run_1/io_fan.png
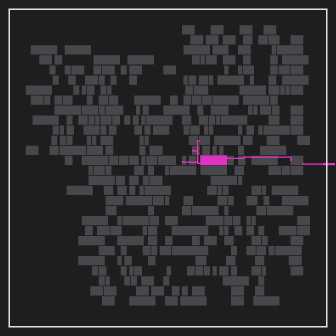
run_1/cell_density.png
The die is cut into 9 by 9 equal tiles; white is low, dark blue is high, 0 to 100% covered.
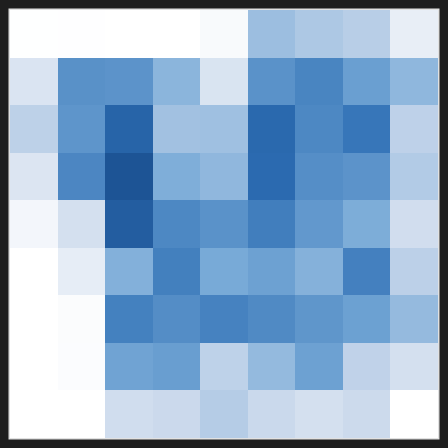
run_1/placement_by_type.png
The bar under the picture is 20 um long. Fill, decap, tap and diode cells in grey.
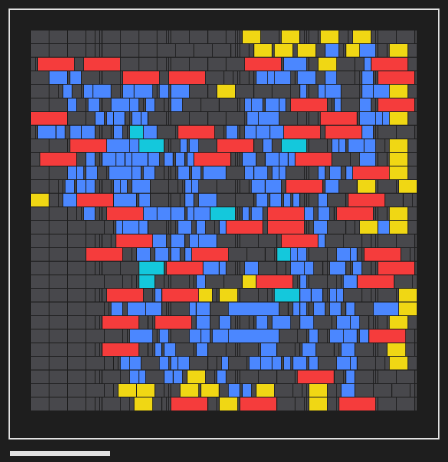
==> config.mk <==
export PLATFORM = sky130hd
export DESIGN_NAME = cam_capture_ctrl
export DESIGN_NICKNAME = d
export VERILOG_FILES = /design/src/rtl/cam_capture_ctrl.sv
export SDC_FILE = /design/constraint.sdc
export NUM_CORES = 1
export LEC_CHECK = 0
export CAP_MARGIN = 15
export CORE_MARGIN = 4
export CORE_UTILIZATION = 40
export CTS_CLUSTER_DIAMETER = 30
export CTS_CLUSTER_SIZE = 20
export DETAILED_ROUTE_END_ITERATION = 16
export GPL_ROUTABILITY_DRIVEN = 0
export HOLD_SLACK_MARGIN = 0.15
export PLACE_DENSITY_LB_ADDON = 0.2
export SKIP_CTS_REPAIR_TIMING = 1
export SYNTH_ARGS = -nofsm -noshare
export SYNTH_HDL_FRONTEND = slang
export SYNTH_SLANG_ARGS = --single-unit
==> constraint.sdc <==
create_clock -name PCLK -period 3.8 [get_ports PCLK]
set_input_delay 0.76 -clock PCLK [delete_from_list [all_inputs] [get_ports PCLK]]
set_output_delay 0.76 -clock PCLK [all_outputs]
set_load 0.02 [all_outputs]
==> src/rtl/cam_capture_ctrl.sv <==
// -----------------------------------------------------------------------------
// cam_capture_ctrl
// Frame-capture sequencer for the OV7670 capture path. It arms on a host
// request, aligns to a VSYNC frame boundary and, during active lines, tells
// the RGB565->RGB332 packer which byte is on the camera bus. It also produces
// the per-pixel write strobe and address for the dual-port frame RAM, counts
// pixels and lines, flags malformed frames and reports completion.
//
// Ports
//   PCLK            camera pixel clock (sole clock)
//   rst_n           synchronous active-low reset
//   VSYNC, HREF     camera sync inputs, PCLK-synchronous
//   start           one-cycle capture request (honoured only in IDLE)
//   cont_mode       1 = re-arm automatically after each frame
//   abort           one-cycle abort, returns to IDLE
//   byte_phase      0 = first byte of a pixel, 1 = second byte
//   DP_RAM_addr_in  pixel address for the RAM write
//   DP_RAM_regW     RAM write enable, one cycle per stored pixel
//   busy            high in every state except IDLE
//   frame_done      one-cycle pulse at end of frame
//   line_err        sticky malformed-frame / overflow flag
//   frame_count     completed frames, wraps 255 -> 0
//   state_dbg_o     current FSM state encoding, for observation only
//
// Handshake: there is no back-pressure. A pixel is complete on a cycle with
// HREF=1 and byte_phase=1; the cycle after, DP_RAM_regW is high for exactly
// one cycle with DP_RAM_addr_in holding that pixel's index, and the RAM must
// accept it in that cycle.
// -----------------------------------------------------------------------------
module cam_capture_ctrl #(
    parameter int H_PIX   = 160,
    parameter int V_LINES = 120,
    parameter int AW      = 15
) (
    input  logic          PCLK,
    input  logic          rst_n,
    input  logic          VSYNC,
    input  logic          HREF,
    input  logic          start,
    input  logic          cont_mode,
    input  logic          abort,
    output logic          byte_phase,
    output logic [AW-1:0] DP_RAM_addr_in,
    output logic          DP_RAM_regW,
    output logic          busy,
    output logic          frame_done,
    output logic          line_err,
    output logic [7:0]    frame_count,
    output logic [2:0]    state_dbg_o
);

    localparam int TOTAL = H_PIX * V_LINES;
    // Pixel counter saturates one above H_PIX so over-long lines stay detectable.
    localparam int PW    = $clog2(H_PIX + 2);
    localparam int LW    = $clog2(V_LINES + 1);

    localparam logic [AW-1:0] LAST_ADDR = AW'(TOTAL - 1);
    localparam logic [PW-1:0] PIX_LINE  = PW'(H_PIX);
    localparam logic [PW-1:0] PIX_SAT   = PW'(H_PIX + 1);
    localparam logic [LW-1:0] LINE_LAST = LW'(V_LINES - 1);

    typedef enum logic [2:0] {
        S_IDLE   = 3'd0,
        S_ARM    = 3'd1,
        S_SYNC   = 3'd2,
        S_ACTIVE = 3'd3,
        S_DONE   = 3'd4
    } state_t;

    state_t        state_q, state_d;
    logic          vsync_q, href_q;
    logic          bp_q, bp_d;
    logic [PW-1:0] pix_cnt_q, pix_cnt_d;
    logic [LW-1:0] line_cnt_q, line_cnt_d;
    logic [AW-1:0] addr_q, addr_d;
    logic          regw_q, regw_d;
    logic          full_q, full_d;
    logic          line_err_q, line_err_d;
    logic [7:0]    frame_cnt_q, frame_cnt_d;

    logic vs_rise, vs_fall, href_fall;

    assign vs_rise   = VSYNC & ~vsync_q;
    assign vs_fall   = ~VSYNC & vsync_q;
    assign href_fall = ~HREF & href_q;

    always_ff @(posedge PCLK) begin
        if (!rst_n) begin
            state_q     <= S_IDLE;
            vsync_q     <= 1'b0;
            href_q      <= 1'b0;
            bp_q        <= 1'b0;
            pix_cnt_q   <= '0;
            line_cnt_q  <= '0;
            addr_q      <= '0;
            regw_q      <= 1'b0;
            full_q      <= 1'b0;
            line_err_q  <= 1'b0;
            frame_cnt_q <= '0;
        end else begin
            state_q     <= state_d;
            vsync_q     <= VSYNC;
            href_q      <= HREF;
            bp_q        <= bp_d;
            pix_cnt_q   <= pix_cnt_d;
            line_cnt_q  <= line_cnt_d;
            addr_q      <= addr_d;
            regw_q      <= regw_d;
            full_q      <= full_d;
            line_err_q  <= line_err_d;
            frame_cnt_q <= frame_cnt_d;
        end
    end

    always_comb begin
        state_d     = state_q;
        bp_d        = 1'b0;
        pix_cnt_d   = pix_cnt_q;
        line_cnt_d  = line_cnt_q;
        addr_d      = addr_q;
        regw_d      = 1'b0;
        full_d      = full_q;
        line_err_d  = line_err_q;
        frame_cnt_d = frame_cnt_q;

        // Address advances the cycle after each write; the last RAM slot is
        // held and marks the frame buffer as full.
        if (regw_q) begin
            if (addr_q == LAST_ADDR) begin
                full_d = 1'b1;
            end else begin
                addr_d = addr_q + AW'(1);
            end
        end

        case (state_q)
            S_IDLE: begin
                if (start) begin
                    state_d    = S_ARM;
                    line_err_d = 1'b0;
                end
            end
            S_ARM: begin
                if (vs_rise) begin
                    state_d = S_SYNC;
                end
            end
            S_SYNC: begin
                pix_cnt_d  = '0;
                line_cnt_d = '0;
                addr_d     = '0;
                full_d     = 1'b0;
                if (vs_fall) begin
                    state_d = S_ACTIVE;
                end
            end
            S_ACTIVE: begin
                if (HREF) begin
                    bp_d = ~bp_q;
                    if (bp_q) begin
                        if (full_q) begin
                            line_err_d = 1'b1;
                        end else begin
                            regw_d = 1'b1;
                        end
                        if (pix_cnt_q != PIX_SAT) begin
                            pix_cnt_d = pix_cnt_q + PW'(1);
                        end
                    end
                end
                if (href_fall) begin
                    pix_cnt_d  = '0;
                    line_cnt_d = line_cnt_q + LW'(1);
                    if (pix_cnt_q != PIX_LINE) begin
                        line_err_d = 1'b1;
                    end
                    if (line_cnt_q == LINE_LAST) begin
                        state_d = S_DONE;
                    end
                end
                // A new VSYNC before the frame is complete truncates it.
                if (vs_rise && (state_d != S_DONE)) begin
                    line_err_d = 1'b1;
                    state_d    = S_DONE;
                end
            end
            S_DONE: begin
                frame_cnt_d = frame_cnt_q + 8'd1;
                state_d     = cont_mode ? S_SYNC : S_IDLE;
            end
            default: begin
                state_d = S_IDLE;
            end
        endcase

        if (abort) begin
            state_d = S_IDLE;
            regw_d  = 1'b0;
        end

        // byte_phase only runs while the line stays inside ACTIVE.
        if (state_d != S_ACTIVE) begin
            bp_d = 1'b0;
        end
    end

    // Abort must also cancel a write already queued for this cycle.
    assign DP_RAM_regW    = regw_q & ~abort;
    assign DP_RAM_addr_in = addr_q;
    assign byte_phase     = bp_q;
    assign busy           = (state_q != S_IDLE);
    assign frame_done     = (state_q == S_DONE);
    assign line_err       = line_err_q;
    assign frame_count    = frame_cnt_q;
    assign state_dbg_o    = state_q;

endmodule

==> metrics.yaml, run 1 <==
sta:
  final.setup_skew_ns: 0.0144
  period_needed_ns: 2.73
  fin_crit_sh_pct: 72.0
  hold_ws_ns: 0.487
  fin_ws_ns: 1.07
  worst_pin_slew_ns: 0.662
  setup_viol: 0
synth:
  synthCells: 280
  yosysUniqueCellTypes: 45
  aoi_share_pct: 17.7
  ys_area_mm2: 0.00241
  synthAdderAreaFrac_pct: 3.12
  topCellsByArea: "dfxtp_1 (39%), a21oi_1 (5.0%), nand3_1 (3.9%), nor2_1 (3.7%), ha_1 (3.1%)"
  largest_area_cell: "dfxtp_1"
  topCombFamilyByArea: "simple AND/OR/NAND/NOR gates"
min_path:
  holdCritStartpoint: "line_cnt_q[6]$_SDFFE_PN0P_"
cts:
  insertion_delay_ns: 0.31
finish:
  inverters: 9
  finalNetCount: 328
  diodes: 0
  flops: 47
  largest_class: "multi-input combinational cells"
  fin_cells: 391
floorplanning:
  taps: 75
  dieHeight_um: 85.6
grt:
  grtUsageMet3_pct: 4.23
  gr-usage-met2_pct: 24.3
  antenna_found_initial: 0
pwr:
  p_clk_share_pct: 37.1
  power_frac_comb_pct: 4.7
  p_seq_w: 0.000498
  p_per_area_mw_per_mm2: 292
  vdd_ir_drop_max_mv: 0.177
  power_leader: "sequential cells"
critical_path:
  crit_end: "DP_RAM_regW"
  crit_top_cell: "clkdlybuf4s50_1"
  critPathLaunch: "abort"
detailed_routing:
  num_vias: 2110
place:
  dp_hpwl_mm: 3.93
  place_ws_ns: 0.993
status:
  run_status: "finished, final reports clean"
## Picture notes: io_fan.png
Key: byte_phase = magenta [bits 1, direction output, end cells 1, buffers 1, wire 45.7 um]
Port-buffer cells: 37
IO Count: 38

## Picture notes: cell_density.png
6.2% of the tiles are over 75% full. 15% of the tiles are nearly empty. The mean over all tiles is 39%. The densest ninth of the die: middle. The fullest tile reaches 86%.
FP Core Util: 40.9%
Final Util: 49.9%
core area: 0.00589 mm2

## Picture notes: placement_by_type.png
Key: clock drivers and dummy loads = cyan [cells 8, share of their area 3.3%]; other buffers and delay cells = yellow [cells 40, share of their area 14%]; flops = red [cells 47, share of their area 33%]; combinational and other logic = blue [cells 221, share of their area 50%]
sequential cell area share: 32.0%
Final Cell Area: 0.00294 mm2
Core Rows: 28

run_1/congestion.png
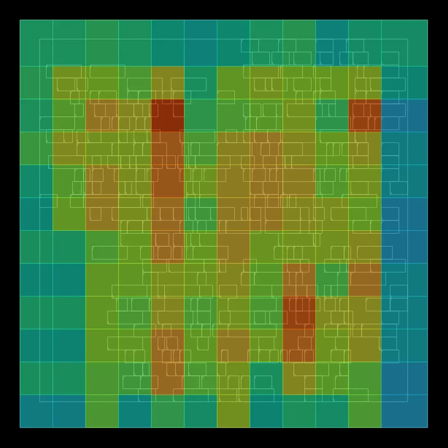

==> run 2: changes to the inputs <==
clock period = 2.72 ns   (was 3.8 ns; I/O delays follow)
run_2/congestion.png
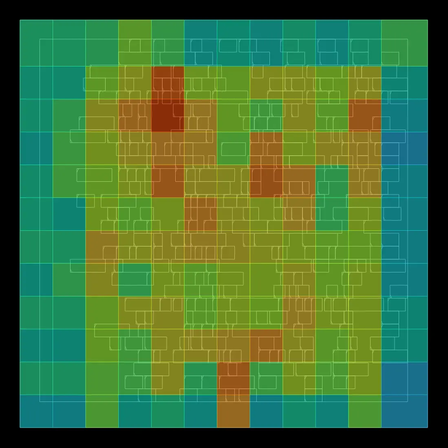
gr usage total: 15.7%
Most Crowded Layer GR: met2
wire per inst: 14.0 um
met2 Resource Use GR: 24.9%
M3 GR Usage: 3.55%

==> run 2 against run 1 <==
Against the previous run: worst hold slack worse by 0.0041 ns; non-clock buffer count up 3; clock power grew 31%; core utilization increased by 0.23 points; register-to-register slack worse by 0.98 ns; first-iteration DRC count decreased by 22%; power up 37%; final cell count increased by 0.77%; area after synthesis did not move; synthesized cell count stayed put; critical path type unchanged; critical endpoint unchanged; highest routed layer unchanged.
==> metrics.yaml, run 2 <==
status:
  run_status: "finished, final reports clean"
sta:
  period_needed_ns: 2.32
  final.setup_skew_ns: 0.00563  # -0.00877 ns
  fin_crit_sh_pct: 85.2
  fin_ws_ns: 0.401  # -0.664 ns
  setup_viol: 0  # unchanged
  hold_ws_ns: 0.483  # -0.00410 ns
  worst_pin_slew_ns: 0.471  # -0.191 ns
pwr:
  vdd_ir_drop_max_mv: 0.256  # +45%
  power_leader: "sequential cells"
  p_per_area_mw_per_mm2: 398  # +36%
  p_seq_w: 0.000693  # +39%
floorplanning:
  core_mm2: 0.00589  # unchanged
  pin_count: 38  # unchanged
  fp-utilization_pct: 40.9  # unchanged
  dieHeight_um: 85.6  # unchanged
  rows: 28  # unchanged
  taps: 75  # unchanged
  die_area_mm2: 0.00733
synth:
  aoi_share_pct: 17.7  # unchanged
  synthAdderAreaFrac_pct: 3.12  # unchanged
  topCombFamilyByArea: "simple AND/OR/NAND/NOR gates"
  topCellsByArea: "dfxtp_1 (39%), a21oi_1 (5.0%), nand3_1 (3.9%), nor2_1 (3.7%), ha_1 (3.1%)"
  synthCells: 280  # unchanged
  ys_warn_count: 0
  ys_area_mm2: 0.00241  # unchanged
  synth_seq_share_pct: 39.0
  largest_area_cell: "dfxtp_1"
finish:
  largest_class: "multi-input combinational cells"
  fin_cells: 394  # +0.77%
  stdcell_area_mm2: 0.00295  # +0.47%
  inverters: 9  # unchanged
  diodes: 0  # unchanged
  area.combinational_mm2: 0.00138
  flops: 47  # unchanged
  final_util_pct: 50.1  # +0.23 points
  seq_share_pct: 31.9  # -0.15 points
grt:
  overflow: 0
  antenna_found_initial: 0  # unchanged
detailed_routing:
  num_vias: 2139  # +1.4%
critical_path:
  r2r-start: "state_dbg_o[1]$_SDFF_PN0_"
  crit_top_cell: "clkdlybuf4s50_1"
  path_cells: "clkdlybuf4s50_1, nor2b_1, clkdlybuf4s50_1"
  crit_end: "DP_RAM_regW"
place:
  io_buffers: 37  # unchanged
  place_ws_ns: 0.286  # -0.707 ns
  dp_hpwl_mm: 4.03  # +2.6%
min_path:
  holdCritStartpoint: "line_cnt_q[1]$_SDFFE_PN0P_"
cts:
  insertion_delay_ns: 0.30  # about the same
run_2/io_fan.png
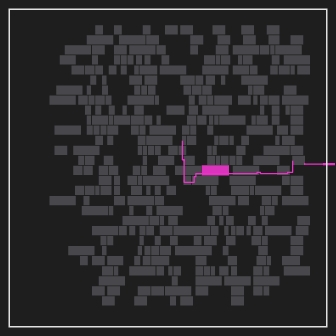
Key: byte_phase = magenta [bits 1, direction output, end cells 1, buffers 1, wire 53.8 um]

No activity file was given, so power comes from the tool's default toggle rates.
